Figure 1. Sizing map.
Scale: 3 px per um.
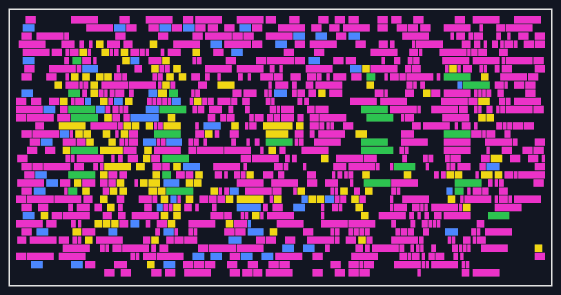
Figure 2. Clock routing.
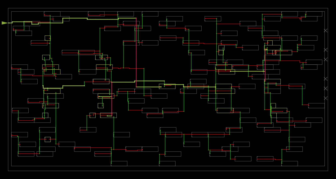
Figure 3. The metal 3 layer.
Scale: 3 px per um.
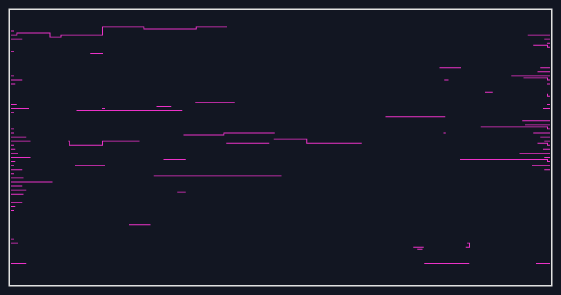
Figure 4. Signal metal coverage by tile.
Scale: 3 px per um. The die is cut into 36 by 18 equal tiles; black is low, pale yellow is high, scaled to the fullest tile. Values are wire area over tile area, all layers added.
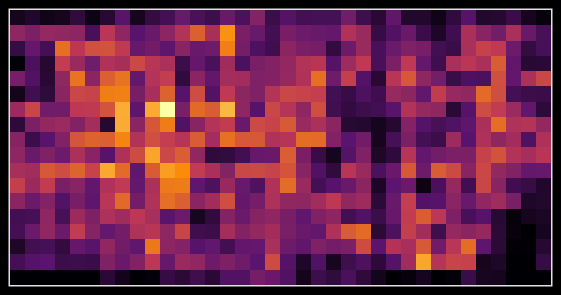
$ cat config.mk
export PLATFORM = sky130hd
export DESIGN_NAME = prom_copier
export DESIGN_NICKNAME = d
export VERILOG_FILES = /design/src/rtl/prom_copier.sv
export SDC_FILE = /design/constraint.sdc
export NUM_CORES = 1
export LEC_CHECK = 0
export ABC_AREA = 0
export CAP_MARGIN = 20
export CORE_ASPECT_RATIO = 0.5
export CORE_MARGIN = 1.5
export CORE_UTILIZATION = 40
export DETAILED_ROUTE_END_ITERATION = 16
export MAX_ROUTING_LAYER = met4
export PLACE_DENSITY_LB_ADDON = 0.05
export SLEW_MARGIN = 20
export SYNTH_ARGS = -nofsm -noshare
export SYNTH_HDL_FRONTEND = slang
export SYNTH_SLANG_ARGS = --single-unit
export TNS_END_PERCENT = 30
$ cat constraint.sdc
create_clock -name clk -period 2.7 [get_ports clk]
set_clock_uncertainty 0.1 [all_clocks]
set_input_delay 0.405 -clock clk [delete_from_list [all_inputs] [get_ports clk]]
set_output_delay 0.405 -clock clk [all_outputs]
set_load 0.01 [all_outputs]
$ cat src/rtl/prom_copier.sv
// Boot-time block copier: reads WORDS words from the PROM port and writes each one
// to RAM, keeping a running modulo-2^32 checksum of everything read.
module prom_copier #(
    parameter int unsigned WORDS     = 1024,
    parameter logic [9:0]  PROM_BASE = 10'h000,
    parameter logic [21:0] RAM_BASE  = 22'h000000
) (
    input  logic        clk,
    input  logic        rst_n,
    input  logic        start,
    output logic        busy,
    output logic        done,
    output logic [31:0] checksum,
    output logic        prom_stb,
    output logic        prom_we,
    output logic [9:0]  prom_addr,
    input  logic [31:0] prom_data_in,
    input  logic        prom_ack,
    output logic        ram_stb,
    output logic        ram_we,
    output logic [21:0] ram_addr,
    output logic [31:0] ram_data_out,
    input  logic        ram_ack
);

    typedef enum logic [1:0] {IDLE, RD, WR, DONE} state_t;

    localparam logic [10:0] LAST = 11'(WORDS - 1);

    state_t      state, state_d;
    logic [10:0] count, count_d;
    logic        busy_d, done_d, prom_stb_d, ram_stb_d, ram_we_d;
    logic [31:0] checksum_d, ram_data_d;
    logic [9:0]  prom_addr_d;
    logic [21:0] ram_addr_d;

    assign prom_we = 1'b0;

    always_ff @(posedge clk or negedge rst_n) begin
        if (!rst_n) begin
            state        <= IDLE;
            count        <= '0;
            busy         <= 1'b0;
            done         <= 1'b0;
            checksum     <= '0;
            prom_stb     <= 1'b0;
            prom_addr    <= PROM_BASE;
            ram_stb      <= 1'b0;
            ram_we       <= 1'b0;
            ram_addr     <= RAM_BASE;
            ram_data_out <= '0;
        end else begin
            state        <= state_d;
            count        <= count_d;
            busy         <= busy_d;
            done         <= done_d;
            checksum     <= checksum_d;
            prom_stb     <= prom_stb_d;
            prom_addr    <= prom_addr_d;
            ram_stb      <= ram_stb_d;
            ram_we       <= ram_we_d;
            ram_addr     <= ram_addr_d;
            ram_data_out <= ram_data_d;
        end
    end

    // Each strobe only drops on the edge that samples its ack, so the two
    // strobes never overlap and a PROM ack cannot be seen twice.
    always_comb begin
        state_d     = state;
        count_d     = count;
        busy_d      = busy;
        done_d      = done;
        checksum_d  = checksum;
        prom_stb_d  = prom_stb;
        prom_addr_d = prom_addr;
        ram_stb_d   = ram_stb;
        ram_we_d    = ram_we;
        ram_addr_d  = ram_addr;
        ram_data_d  = ram_data_out;
        case (state)
            IDLE, DONE: begin
                if (start) begin
                    count_d     = '0;
                    prom_addr_d = PROM_BASE;
                    ram_addr_d  = RAM_BASE;
                    checksum_d  = '0;
                    done_d      = 1'b0;
                    busy_d      = 1'b1;
                    prom_stb_d  = 1'b1;
                    state_d     = RD;
                end
            end
            RD: begin
                if (prom_ack) begin
                    ram_data_d = prom_data_in;
                    checksum_d = checksum + prom_data_in;
                    prom_stb_d = 1'b0;
                    ram_stb_d  = 1'b1;
                    ram_we_d   = 1'b1;
                    state_d    = WR;
                end
            end
            WR: begin
                if (ram_ack) begin
                    ram_stb_d = 1'b0;
                    ram_we_d  = 1'b0;
                    count_d   = count + 11'd1;
                    if (count == LAST) begin
                        busy_d  = 1'b0;
                        done_d  = 1'b1;
                        state_d = DONE;
                    end else begin
                        prom_addr_d = prom_addr + 10'd1;
                        ram_addr_d  = ram_addr + 22'd1;
                        prom_stb_d  = 1'b1;
                        state_d     = RD;
                    end
                end
            end
            default: state_d = IDLE;
        endcase
    end

endmodule

==> run summary <==
Synthesis and PnR results.

- The leakage power summed over all cells is 4.25 nW.
- The data arrival time of the worst path is 2900 ps.
- The count of library flops with an enable pin is 0.
- The flop and latch count out of synthesis is about 110.
- The final hold slack reads 307 ps.
- The number of failing setup endpoints in the final timing report reads 1.
- The top power consumer group is combinational logic.
- The logic gate share of total power reads 50.1%.
- The run finished, with violations left.
- The met3 routed wirelength is 606 um.
- Cells fill approximately 60% of the core in the end.
- The startpoint of the worst register-to-register path is checksum[14].
- The checks that failed: DRC, setup timing.
- The power of the sequential group is 2.46 mW.
- After floorplanning, the core was sized to cover 15400 sq um.
- The number of cells in the yosys synthesis report reads approximately 650.
- The cell area power density is 999 nW/um^2.
- The yosys synthesis chip area is 6290 sq um.
- Per the post-route antenna check, the number of violating nets is 0.
- Per report_power, the clock group accounts for about a quarter of the total.
- TritonRoute reported its final design rule violation total as 6.
- The cell area after synthesis reads 6290 sq um.
- The sum of internal, switching and leakage power reads between 9 and 10 mW.
- The hold-critical path depth is 2.
- The via count of the first global-routing pass reads ~5.6k.
- The die outline area is 16500 sq um.
- The worst setup path is launched from an input port.
- The hold path startpoint is prom_data_in[0].
- The count of yosys warnings during synthesis reads 0.
- The first-pass iteration count of the detailed router is 11.
- The share of the core area taken by cells at floorplan is 40.9%.
- The number of buffers inserted to repair setup after CTS reads 1.
- The registers reported with the highest flop counts are checksum (32), ram_data_out (32), ram_addr (22).
- Setup repair after global routing could not meet its margin everywhere.
- The power report lists the combinational group at 4.70 mW.
- The library cell with the highest instance count after synthesis reads dfrtp_1.
- The layer flagged by global routing as most heavily used is met2.
- The count of pins on the block boundary reads between 100 and 150.
- The number of antenna violations at the first check in global routing reads 0.
- Once routing completed, OpenROAD measured the worst setup slack at -13.8 ps.
Back to the opening pictures, Figure 1:
Magenta is drive 1 or less, cells 687, share 77%, most used clkdlybuf4s50_1. Yellow is drive 3 to 4, cells 120, share 13%, most used buf_4. Green is drive 6 and up, cells 27, share 3.0%, most used clkbuf_16. Blue is drive 2, cells 64, share 7.1%, most used mux2_2.

Back to the opening pictures, Figure 2:
clk sinks: 113
TritonCTS Buffers: 17
Skew-Pair Late Insertion Delay: 410 ps
FFs & Latches: 113
power consumed by the clock network: 2.21 mW

Back to the opening pictures, Figure 3:
The layer holds 3.7% of the routed length. 72 nets have wire on it.

Back to the opening pictures, Figure 4:
The densest ninth of the die: west. The fullest tile reaches 0.46. The mean over all tiles is 0.15.
Via Count: 5582
gr usage total: 21.5%
total wire length: 16500 um
post-DR wirelength/cell: 15.0 um

[area by class of cell]
class | instances | share of cell area (%)
multi-input combinational | 496 | 37.3
sequential | 113 | 30.2
tap | 204 | 2.72
inverter | 18 | 0.720
timing repair buffer | 239 | 23.0
clock inverter | 15 | 1.57
clock buffer | 17 | 4.54
[kinds of logic (layout without fill, tap and decap cells)]
| group | after synthesis | after routing | synth area share (%) |
|---|---|---|---|
| AND-OR/OR-AND | 157 | 157 | 15.3 |
| multiplexers | 32 | 32 | 5.73 |
| AND/OR/NAND/NOR | 215 | 215 | 16.1 |
| adder cells (fa/ha/maj) | 38 | 38 | 7.68 |
| buffers and inverters | 40 | 289 | 2.73 |
| XOR/XNOR | 53 | 53 | 7.38 |
| flip-flops | 113 | 113 | 45.0 |
| other | 1 | 1 | 0.0596 |
Power is estimated from default activity; no workload was simulated.
